--- src/rtl/pc_alu_branch_unit_pkg.sv ---
// Shared types and constants for the PC / ALU / branch unit.
// Optional PC_STALL_EN build adds a stall input (see pc_alu_branch_unit_if).
package pc_alu_branch_unit_pkg;

  typedef enum logic [2:0] {
    ALU_ADD    = 3'b000,
    ALU_SUB    = 3'b001,
    ALU_AND    = 3'b010,
    ALU_OR     = 3'b011,
    ALU_XOR    = 3'b100,
    ALU_PASS_B = 3'b101,
    ALU_ADD_6  = 3'b110,
    ALU_ADD_7  = 3'b111
  } alu_op_e;

  typedef enum logic [2:0] {
    BR_NONE   = 3'b000,
    BR_EQ     = 3'b001,
    BR_NE     = 3'b010,
    BR_LT     = 3'b011,
    BR_GE     = 3'b100,
    BR_LTU    = 3'b101,
    BR_GEU    = 3'b110,
    BR_NONE_7 = 3'b111
  } branch_type_e;

  typedef enum logic {
    ST_FILL = 1'b0,
    ST_RUN  = 1'b1
  } fill_state_e;

  localparam logic [31:0] PC_INCREMENT       = 32'd4;
  localparam logic [31:0] DEFAULT_RESET_ADDR = 32'h0000_0000;

endpackage

--- src/rtl/pc_alu_branch_unit_if.sv ---
// Bus bundle for pc_alu_branch_unit: PC control, ALU operands/flags, branch select.
// With PC_STALL_EN defined the bundle also carries the stall request.
interface pc_alu_branch_unit_if;
  `ifdef PC_STALL_EN
  logic        stall;
  `endif
  logic        pc_src;
  logic [31:0] jump_addr;
  logic [31:0] i_addr;
  logic        can_write;
  logic [31:0] A;
  logic [31:0] B;
  logic [2:0]  alu_op;
  logic [31:0] result;
  logic        zero;
  logic        neg;
  logic        c_out;
  logic        over;
  logic [2:0]  branch_type;
  logic        branch_taken;

  modport master (
    `ifdef PC_STALL_EN
    output stall,
    `endif
    output pc_src, jump_addr, A, B, alu_op, branch_type,
    input  i_addr, can_write, result, zero, neg, c_out, over, branch_taken
  );

  modport slave (
    `ifdef PC_STALL_EN
    input  stall,
    `endif
    input  pc_src, jump_addr, A, B, alu_op, branch_type,
    output i_addr, can_write, result, zero, neg, c_out, over, branch_taken
  );
endinterface

--- src/rtl/pc_alu_core.sv ---
// Combinational 32-bit ALU; SUB reuses the adder as A + ~B + 1 so c_out means "no borrow".
module pc_alu_core
  import pc_alu_branch_unit_pkg::*;
(
  input  logic [31:0] a,
  input  logic [31:0] b,
  input  alu_op_e     alu_op,
  output logic [31:0] result,
  output logic        zero,
  output logic        neg,
  output logic        c_out,
  output logic        over
);

  logic        is_sub;
  logic [31:0] b_eff;
  logic [32:0] sum;
  logic        sum_over;

  assign is_sub = (alu_op == ALU_SUB);
  assign b_eff  = is_sub ? ~b : b;
  assign sum    = {1'b0, a} + {1'b0, b_eff} + {32'd0, is_sub};
  // Overflow when both adder inputs share a sign that the sum does not.
  assign sum_over = (a[31] == b_eff[31]) && (sum[31] != a[31]);

  always_comb begin
    result = sum[31:0];
    c_out  = sum[32];
    over   = sum_over;
    case (alu_op)
      ALU_AND: begin
        result = a & b;
        c_out  = 1'b0;
        over   = 1'b0;
      end
      ALU_OR: begin
        result = a | b;
        c_out  = 1'b0;
        over   = 1'b0;
      end
      ALU_XOR: begin
        result = a ^ b;
        c_out  = 1'b0;
        over   = 1'b0;
      end
      ALU_PASS_B: begin
        result = b;
        c_out  = 1'b0;
        over   = 1'b0;
      end
      default: ;
    endcase
  end

  assign zero = (result == 32'd0);
  assign neg  = result[31];

endmodule

--- src/rtl/pc_alu_branch_unit.sv ---
// PC register with fill-gated can_write, ALU wrapper and branch decode.
// Define PC_STALL_EN to add bus.stall, which freezes the PC and the fill counter.
//
// state   | meaning
// ST_FILL | pipeline filling, down-counter running, can_write = 0
// ST_RUN  | pipeline full, can_write = 1 until next reset
module pc_alu_branch_unit
  import pc_alu_branch_unit_pkg::*;
#(
  parameter logic [31:0] RESET_ADDR  = DEFAULT_RESET_ADDR,
  parameter int          FILL_CYCLES = 3
)(
  input logic                 clk,
  input logic                 reset,
  pc_alu_branch_unit_if.slave bus
);

  localparam int CW = (FILL_CYCLES < 2) ? 1 : $clog2(FILL_CYCLES + 1);

  logic          advance;
  logic [31:0]   pc_q;
  fill_state_e   state_q, state_d;
  logic [CW-1:0] cnt_q, cnt_d;

  `ifdef PC_STALL_EN
  assign advance = ~bus.stall;
  `else
  assign advance = 1'b1;
  `endif

  always_ff @(posedge clk or posedge reset) begin
    if (reset) begin
      pc_q <= RESET_ADDR;
    end else if (advance) begin
      pc_q <= bus.pc_src ? bus.jump_addr : pc_q + PC_INCREMENT;
    end
  end

  always_ff @(posedge clk or posedge reset) begin
    if (reset) begin
      state_q <= ST_FILL;
      cnt_q   <= CW'(FILL_CYCLES);
    end else begin
      state_q <= state_d;
      cnt_q   <= cnt_d;
    end
  end

  // The edge that sees a count of one is the last fill edge.
  always_comb begin
    state_d = state_q;
    cnt_d   = cnt_q;
    if (advance) begin
      case (state_q)
        ST_FILL: begin
          if (cnt_q <= CW'(1)) begin
            state_d = ST_RUN;
          end else begin
            cnt_d = cnt_q - CW'(1);
          end
        end
        ST_RUN:  ;
        default: state_d = ST_FILL;
      endcase
    end
  end

  assign bus.i_addr    = pc_q;
  assign bus.can_write = (state_q == ST_RUN);

  pc_alu_core u_alu (
    .a      (bus.A),
    .b      (bus.B),
    .alu_op (alu_op_e'(bus.alu_op)),
    .result (bus.result),
    .zero   (bus.zero),
    .neg    (bus.neg),
    .c_out  (bus.c_out),
    .over   (bus.over)
  );

  // Conditions assume the ALU is performing SUB; nothing enforces that here.
  always_comb begin
    bus.branch_taken = 1'b0;
    case (branch_type_e'(bus.branch_type))
      BR_EQ:   bus.branch_taken = bus.zero;
      BR_NE:   bus.branch_taken = ~bus.zero;
      BR_LT:   bus.branch_taken = bus.neg ^ bus.over;
      BR_GE:   bus.branch_taken = ~(bus.neg ^ bus.over);
      BR_LTU:  bus.branch_taken = ~bus.c_out;
      BR_GEU:  bus.branch_taken = bus.c_out;
      default: bus.branch_taken = 1'b0;
    endcase
  end

endmodule

--- src/flat_wrapper.sv ---
// flat-port wrapper written by rule: the top's interface ports become plain ports
module pc_alu_branch_unit_flat import pc_alu_branch_unit_pkg::*;
#(
  parameter logic [31:0] RESET_ADDR  = DEFAULT_RESET_ADDR,
  parameter int          FILL_CYCLES = 3
)
  (clk, reset, bus_pc_src, bus_jump_addr, bus_A, bus_B, bus_alu_op, bus_branch_type, bus_i_addr, bus_can_write, bus_result, bus_zero, bus_neg, bus_c_out, bus_over, bus_branch_taken);
  pc_alu_branch_unit_if bus_i ();
  input logic clk;
  input logic reset;
  input wire logic [$bits(bus_i.pc_src)-1:0] bus_pc_src;
  input wire logic [$bits(bus_i.jump_addr)-1:0] bus_jump_addr;
  input wire logic [$bits(bus_i.A)-1:0] bus_A;
  input wire logic [$bits(bus_i.B)-1:0] bus_B;
  input wire logic [$bits(bus_i.alu_op)-1:0] bus_alu_op;
  input wire logic [$bits(bus_i.branch_type)-1:0] bus_branch_type;
  output wire logic [$bits(bus_i.i_addr)-1:0] bus_i_addr;
  output wire logic [$bits(bus_i.can_write)-1:0] bus_can_write;
  output wire logic [$bits(bus_i.result)-1:0] bus_result;
  output wire logic [$bits(bus_i.zero)-1:0] bus_zero;
  output wire logic [$bits(bus_i.neg)-1:0] bus_neg;
  output wire logic [$bits(bus_i.c_out)-1:0] bus_c_out;
  output wire logic [$bits(bus_i.over)-1:0] bus_over;
  output wire logic [$bits(bus_i.branch_taken)-1:0] bus_branch_taken;
  assign bus_i.pc_src = bus_pc_src;
  assign bus_i.jump_addr = bus_jump_addr;
  assign bus_i.A = bus_A;
  assign bus_i.B = bus_B;
  assign bus_i.alu_op = bus_alu_op;
  assign bus_i.branch_type = bus_branch_type;
  assign bus_i_addr = bus_i.i_addr;
  assign bus_can_write = bus_i.can_write;
  assign bus_result = bus_i.result;
  assign bus_zero = bus_i.zero;
  assign bus_neg = bus_i.neg;
  assign bus_c_out = bus_i.c_out;
  assign bus_over = bus_i.over;
  assign bus_branch_taken = bus_i.branch_taken;
  pc_alu_branch_unit #(.RESET_ADDR(RESET_ADDR), .FILL_CYCLES(FILL_CYCLES)) u_core (.clk(clk), .reset(reset), .bus(bus_i));
endmodule
--- config.mk ---
export PLATFORM = sky130hd
export DESIGN_NAME = pc_alu_branch_unit_flat
export DESIGN_NICKNAME = d
export VERILOG_FILES = /design/src/rtl/pc_alu_branch_unit_pkg.sv /design/src/rtl/pc_alu_branch_unit_if.sv /design/src/rtl/pc_alu_core.sv /design/src/rtl/pc_alu_branch_unit.sv /design/src/flat_wrapper.sv
export SDC_FILE = /design/constraint.sdc
export NUM_CORES = 1
export LEC_CHECK = 0
export ABC_AREA = 1
export CORE_MARGIN = 2
export CORE_UTILIZATION = 40
export CTS_BUF_LIST = sky130_fd_sc_hd__clkbuf_8
export DETAILED_ROUTE_END_ITERATION = 8
export PLACE_DENSITY_LB_ADDON = 0.2
export SLEW_MARGIN = 20
export SYNTH_ARGS = -nofsm -noshare
export SYNTH_HDL_FRONTEND = slang
export SYNTH_HIERARCHICAL = 1
export SYNTH_SLANG_ARGS = --single-unit
--- constraint.sdc ---
create_clock -name clk -period 9.7 [get_ports clk]
set_input_delay 1.455 -clock clk [delete_from_list [all_inputs] [get_ports clk]]
set_output_delay 1.455 -clock clk [all_outputs]
set_load 0.03 [all_outputs]
==> flow_summary.toml, run 1 <==
# physical design summary
[finish]
layout_top_cells = "nand2_1, inv_1, clkdlybuf4s50_1, nor2_1, ha_1"
fin_nets = 1573
comb_area_mm2 = 0.005396
buf_share_pct = 19.20
area_delta_synth_final_pct = 27.81
fin_cells = 1599
logic_gates = 951
flops = 35
clock_area_share_pct = 1.280

[logic_synthesis]
topCellsByArea = "nand2_1, ha_1, dfrtp_1"
synthAoiAreaFrac_pct = 11.83
synth_nets = 1416
syn_area_mm2 = 0.007191
ys_types = 47
yosys.area.top_type = "nand2_1"
logic_family = "simple AND/OR/NAND/NOR gates"
edf_count = 0
simple_gate_share_pct = 41.10
ys_async_sr_fraction_pct = 100.0
ys_warn_count = 6
muxShareOfSynthArea_pct = 0
ys.flop_type = "dfrtp_1"
ys_seq_share_pct = 12.22

[power]
comb_power_share_pct = 65.6
leakagePower_uw = 0.004701
powerDensity_mw_per_mm2 = 99.47
p_int_uw = 469.7
seqPwrFrac_pct = 19.2
p_sw_uw = 444.5
peakVddDrop_mv = 0.1023

[timing]
setup_ws_ns = 1.498
whs_ns = 0.4675
slew_headroom_pct = 40.33
rsz0062_at_grt = "no"
slew_violations = 0
clock_skew_ns = 0.008306
min_period_ns = 8.202

[clock_network]
cts_buffer_depth = 2
ctsResizeCount = 0
cts_setup_buffers = 0
cts_sinks = 35
postCtsHoldBufs = 0

[detailed_routing]
wl_per_cell_um = 15.20
via_per_inst = 5.104
antenna_left = 0
drc_errors = 0

[setup_path]
path_depth = 22
critPathKind = "input port to output pin"
crit_end = "bus_branch_taken"
reg2reg_to = "u_core/bus.i_addr[24]$_DFF_PP0_"
crit_family = "simple AND/OR/NAND/NOR gates"
startpoint = "bus_alu_op[2]"
cpMaxStageDelayCell = "clkdlybuf4s50_1"
worstPathMaxFanout = 33
critPathRequiredTime_ns = 8.25
crit_chain = "clkdlybuf4s50_1 -> inv_1 -> nand3_4 -> xor2_1 -> ha_1 -> nand2_1 -> nor2_1 -> inv_1 -> nor2_1 -> nand3_1 -> nand4_1 -> nand2_1 -> a21oi_1 -> nand2_1 -> nor2_1 -> nand4_1 -> nor2_1 -> nand2_1 -> o21ai_0 -> o22ai_1 -> nor2_1 -> clkdlybuf4s50_1"
crit_path_end_kind = "output pin"
reg2regPathDepth = 8
crit_arrival_ns = 6.75
cpPeakStageDelay_ns = 0.67
path_buffers = 4

[global_route]
grt_pass1_wl_um = 39280
grt_pass1_vias = 7882
grt_max_degree = 42
overflow = 0

[placed_design]
place_inst = 1591
dpl.hpwl_um = 19790
detailed_place.area_mm2 = 0.009072
dpl_worst_slack_ns = 1.632

[status]
outcome = "complete, no violations"

[worst_hold_path]
min_from = "u_core/cnt_q[1]$_DFFE_PP1P_"
hp-class = "register to register"

[floorplan]
initCoreUtil_pct = 40.44
num_tap_cells = 229
## run 1: metal layers
metal	vias to the layer above	global-route usage [%]	routed length (um)
met5	-	0	0
met2	273	43.49	11500
met1	3689	32.03	10740
met3	37	3.568	1598
met4	0	6.015	469
li1	4163	-	-
## run 1: power groups by stage
stage	logic [uW]	clock network [uW]	registers, uW
5_1_grt	656	149	178
2_1_floorplan	349	0	200
3_5_place_dp	594	0	178
6_report	600	139	175
3_3_place_gp	592	0	178
4_1_cts	597	144	176
## run 1: registers in the layout, indices dropped and copies added (netlist names)
name and flops:
u_core/bus.can_write 1, u_core/bus.i_addr 32, u_core/cnt_q 2
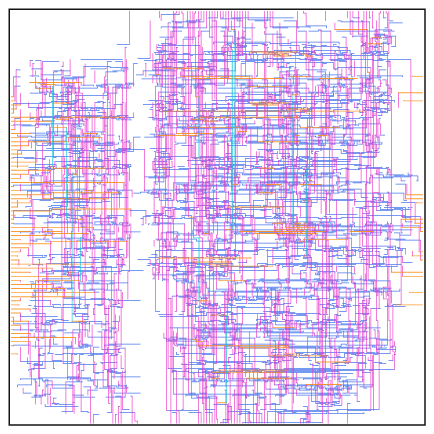
(run_1/metal_stack.png)
Drawn at 3 px/um.
| layer | color | wire length |
|---|---|---|
| met4 | cyan | 469 um |
| met3 | orange | 1600 um |
| met2 | magenta | 11500 um |
| met1 | blue | 10700 um |
final wirelength: 24310 um
Vias: 8162
Total GRT Usage: 24.75%

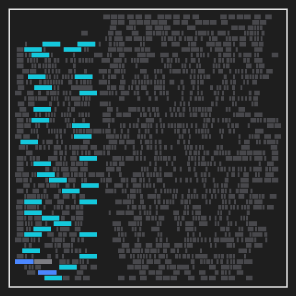
(run_1/registers.png)
Drawn at 2 px/um. Other sequential cells in the stronger gray, the rest of the logic in the fainter gray.
| name in the netlist | color | flops |
|---|---|---|
| u_core/cnt_q | blue | 2 |
| u_core/bus.i_addr | cyan | 32 |
not colored: 1
flop share of the area: 9.558%
Layout Utilization: 51.69%
Storage cell area: 878.3 um2
P_seq: 175 uW

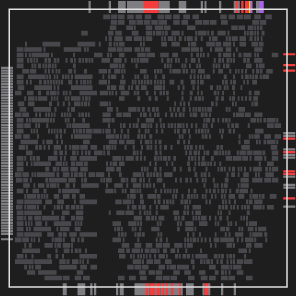
(run_1/pins.png)
Drawn at 2 px/um. Pins as bars across the die edge, other pins in gray.
| port | color | pins | direction | edge |
|---|---|---|---|---|
| bus_result | red | 32 | output | 12 bottom, 12 top, 8 right |
| bus_zero | yellow | 1 | output | top |
| bus_branch_type | purple | 3 | input | top |
all pins by edge: 63 left, 48 top, 47 bottom, 17 right
Die W: 138.1 um
die height: 138.1 um
Port Buffers: 174

==> run 1 -> run 2 <==
Clock period 9.7 ns to 7.2 ns, I/O delays scaled along.
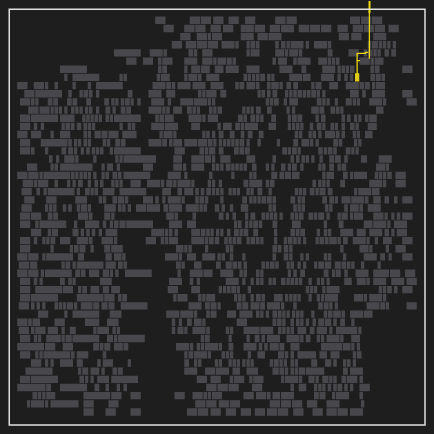
(run_2/port_nets.png)
Drawn at 3 px/um.
| port | color | bits | direction | edge | end cells | buffers | wire |
|---|---|---|---|---|---|---|---|
| bus_zero | yellow | 1 | output | top | 1 | 1 | 27.9 um |
Top-Level Pins: 175

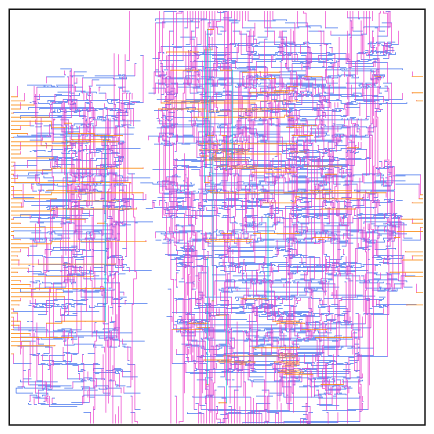
(run_2/metal_stack.png)
Drawn at 3 px/um.
| layer | color | wire length |
|---|---|---|
| met3 | orange | 1610 um |
| met4 | cyan | 403 um |
| met1 | blue | 10100 um |
| met2 | magenta | 11500 um |
Total GRT Usage: 23.86%
Vias: 8179
WL/cell: 14.74 um
final wirelength: 23650 um

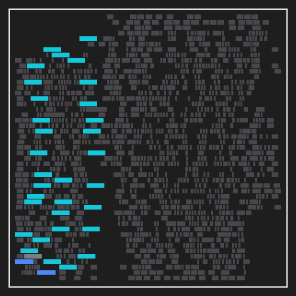
(run_2/registers.png)
Drawn at 2 px/um. Other sequential cells in the stronger gray, the rest of the logic in the fainter gray.
| name in the netlist | color | flops |
|---|---|---|
| u_core/cnt_q | blue | 2 |
| u_core/bus.i_addr | cyan | 32 |
not colored: 1
Layout Utilization: 52.13%
flop share of the area: 9.476%
P_seq: 237 uW

==> flow_summary.toml, run 2 <==
# physical design summary
[power]
comb_power_share_pct = 64.2
p_comb_uw = 807
peakVddDrop_mv = 0.1546
p_int_uw = 661.7
p_sw_uw = 596.5
powerDensity_mw_per_mm2 = 135.7
power-top-group = "combinational cells"
leakagePower_uw = 0.004759

[floorplan]
coreArea_mm2 = 0.01778
fp.dieW_um = 138.1
initCoreUtil_pct = 40.44
die-height_um = 138.1

[timing]
slew_headroom_pct = 44.98
slew_violations = 0
rsz0062_at_grt = "no"
clock_skew_ns = 0.009176

[global_route]
grt_pass1_vias = 7700
grtUsageMet2_pct = 42.73
grt_busiest_layer = "met2"
met1_usage_pct = 30.25
grt_max_degree = 42

[logic_synthesis]
edf_count = 0
syn_area_mm2 = 0.007191
ys_warn_count = 6
topCellsByArea = "nand2_1, ha_1, dfrtp_1"
ys_seq_share_pct = 12.22
logic_family = "simple AND/OR/NAND/NOR gates"
muxShareOfSynthArea_pct = 0
ys_async_sr_fraction_pct = 100.0
ys.flop_type = "dfrtp_1"
simple_gate_share_pct = 41.10
yosys.area.top_type = "nand2_1"
synth_nets = 1416

[setup_path]
critPathRequiredTime_ns = 6.12
path_depth = 19
crit_arrival_ns = 5.55
critPathKind = "input port to output pin"
cpPeakStageDelay_ns = 0.71
path_buffers = 5
crit_end = "bus_zero"
worstPathMaxFanout = 25
cpMaxStageDelayCell = "clkdlybuf4s50_1"
startpoint = "bus_alu_op[1]"
reg2regPathDepth = 8
reg2reg_to = "u_core/bus.i_addr[24]$_DFF_PP0_"
crit_family = "simple AND/OR/NAND/NOR gates"

[placed_design]
port-buffer-count = 174
place_inst = 1597
dpl.hpwl_um = 19520
detailed_place.area_mm2 = 0.009130
dpl_worst_slack_ns = 0.2247

[clock_network]
ctsResizeCount = 0
postCtsHoldBufs = 0
cts_sinks = 35
cts_buffer_depth = 2
cts_setup_buffers = 0

[finish]
layout_top_cells = "nand2_1, inv_1, clkdlybuf4s50_1, nor2_1, ha_1"
fin_cells = 1605
largest_reg_flops = 32

[status]
outcome = "complete, no violations"

[worst_hold_path]
hp-class = "register to register"
min_from = "u_core/cnt_q[1]$_DFFE_PP1P_"

[detailed_routing]
via_per_inst = 5.096
antenna_left = 0
## run 2: netlist changes by cell type in the layout (fill, tap and decap cells not counted), sizes merged
cell	change
buf	+6
clkinv	-2
inv	+2
bufinv	+1
clkbuf	-1
clkdlybuf4s50	-1
dlymetal6s2s	+1
## run 2: area by class of cell
class / instances / area (um2) / share of cell area [%]
multi-input combinational: 951 / 5400 / 58.26
timing repair buffer: 183 / 1824 / 19.68
sequential: 35 / 878.3 / 9.476
inverter: 199 / 747.0 / 8.059
tap: 229 / 286.5 / 3.091
clock buffer: 5 / 68.82 / 0.7424
clock inverter: 3 / 63.81 / 0.6884
## run 2: routing by layer
layer	part of all wire, %	vias up
met2	49	257
li1	-	4171
met4	1.7	0
met5	0	-
met3	6.8	23
met1	43	3728
==> run 2 -> run 3 <==
Settings changed: CORE_UTILIZATION 40 to 35, DONT_BUFFER_PORTS set to 1, SETUP_SLACK_MARGIN set to 0.05.
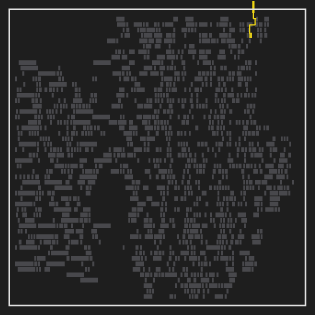
(run_3/port_nets.png)
Drawn at 2 px/um.
| port | color | bits | direction | edge | end cells | buffers | wire |
|---|---|---|---|---|---|---|---|
| bus_zero | yellow | 1 | output | top | 1 | 0 | 15.7 um |
Port Buffers: 0

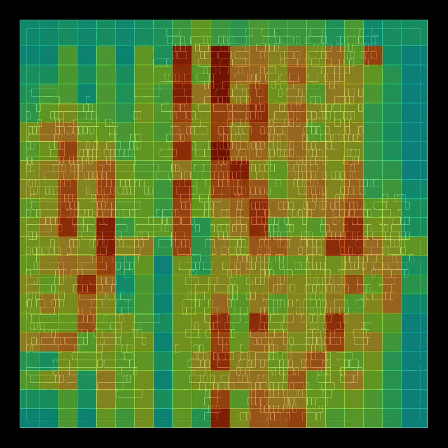
(run_3/final_congestion.png)
Layout Utilization: 37.11%
WL/cell: 15.95 um
Top Usage Layer GRT: met2

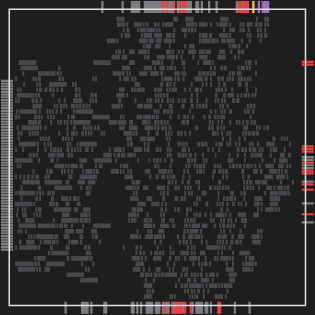
(run_3/pins.png)
Drawn at 2 px/um. Pins as bars across the die edge, other pins in gray.
| port | color | pins | direction | edge |
|---|---|---|---|---|
| bus_result | red | 32 | output | 11 right, 11 top, 10 bottom |
| bus_zero | yellow | 1 | output | top |
| bus_branch_type | purple | 3 | input | top |
Die W: 147.3 um
die height: 147.3 um

==> flow_summary.toml, run 3 <==
# physical design summary
[logic_synthesis]
ys_seq_share_pct = 12.22
synth_nets = 1416
ys_warn_count = 6
ys_async_sr_fraction_pct = 100.0
ys.flop_type = "dfrtp_1"
yosys.area.top_type = "nand2_1"
edf_count = 0
syn_area_mm2 = 0.007191

[finish]
buf_share_pct = 0.5015
logic_gates = 951
layout_top_cells = "nand2_1, inv_1, nor2_1, ha_1, nand3_1"
clkbuf_count = 6
register_area_um2 = 878.3
clock_area_share_pct = 1.170
largest_reg_flops = 32
seq_share_pct = 11.74
flops = 35
fin_cells = 1467
largest_cell_class = "multi-input combinational cells"
comb_area_mm2 = 0.005396

[power]
powerDensity_mw_per_mm2 = 134.7
leakagePower_uw = 0.004025
peakVddDrop_mv = 0.1317
p_sw_uw = 551.0
p_comb_uw = 586
p_int_uw = 457.3

[setup_path]
reg2regPathDepth = 8
cpPeakStageDelay_ns = 0.54
worstPathMaxFanout = 24
startpoint = "bus_alu_op[2]"

[clock_network]
cts_sinks = 35
cts_buffer_depth = 2
cts_setup_buffers = 0
postCtsHoldBufs = 0

[detailed_routing]
via_per_inst = 5.089
via_count = 7465
antenna_left = 0

[placed_design]
dpl_worst_slack_ns = 0.7828
place_inst = 1460
dpl.hpwl_um = 19480

[floorplan]
initCoreUtil_pct = 35.65
coreArea_mm2 = 0.02017
num_tap_cells = 270

[timing]
clock_skew_ns = 0.005436
slew_violations = 0
slew_headroom_pct = 41.15
rsz0062_at_grt = "no"

[global_route]
met1_usage_pct = 27.31
grtUsageMet2_pct = 37.15
grt_usage_pct = 21.39
grt_max_degree = 42
grt_pass1_vias = 7267

[worst_hold_path]
hp-class = "register to register"
min_from = "u_core/cnt_q[1]$_DFFE_PP1P_"

[status]
outcome = "complete, no violations"
[run 3: cell counts after synthesis]
Identical to the previous run, type by type.
[run 3: critical path: cells and delay by family]
family,cells,cell delay (ns)
AND-OR/OR-AND,2,0.32
XOR/XNOR,1,0.19
adder cells (fa/ha/maj),1,0.40
buffers and inverters,4,0.71
AND/OR/NAND/NOR,15,2.59
[run 3: per-layer routing]
layer / wire (um) / part of all wire [%]
met5: 0 / 0
met4: 526 / 2.2
met3: 1736 / 7.4
met2: 11020 / 47
met1: 10110 / 43
[run 3: kinds of logic after synthesis]
| family | synth area share [%] |
|---|---|
| compound gates | 11.83 |
| buf+inv | 12.77 |
| xor+xnor | 4.750 |
| flops | 12.22 |
| simple gates | 41.10 |
| fa+ha+maj | 17.33 |
Power is estimated from default activity; no workload was simulated.
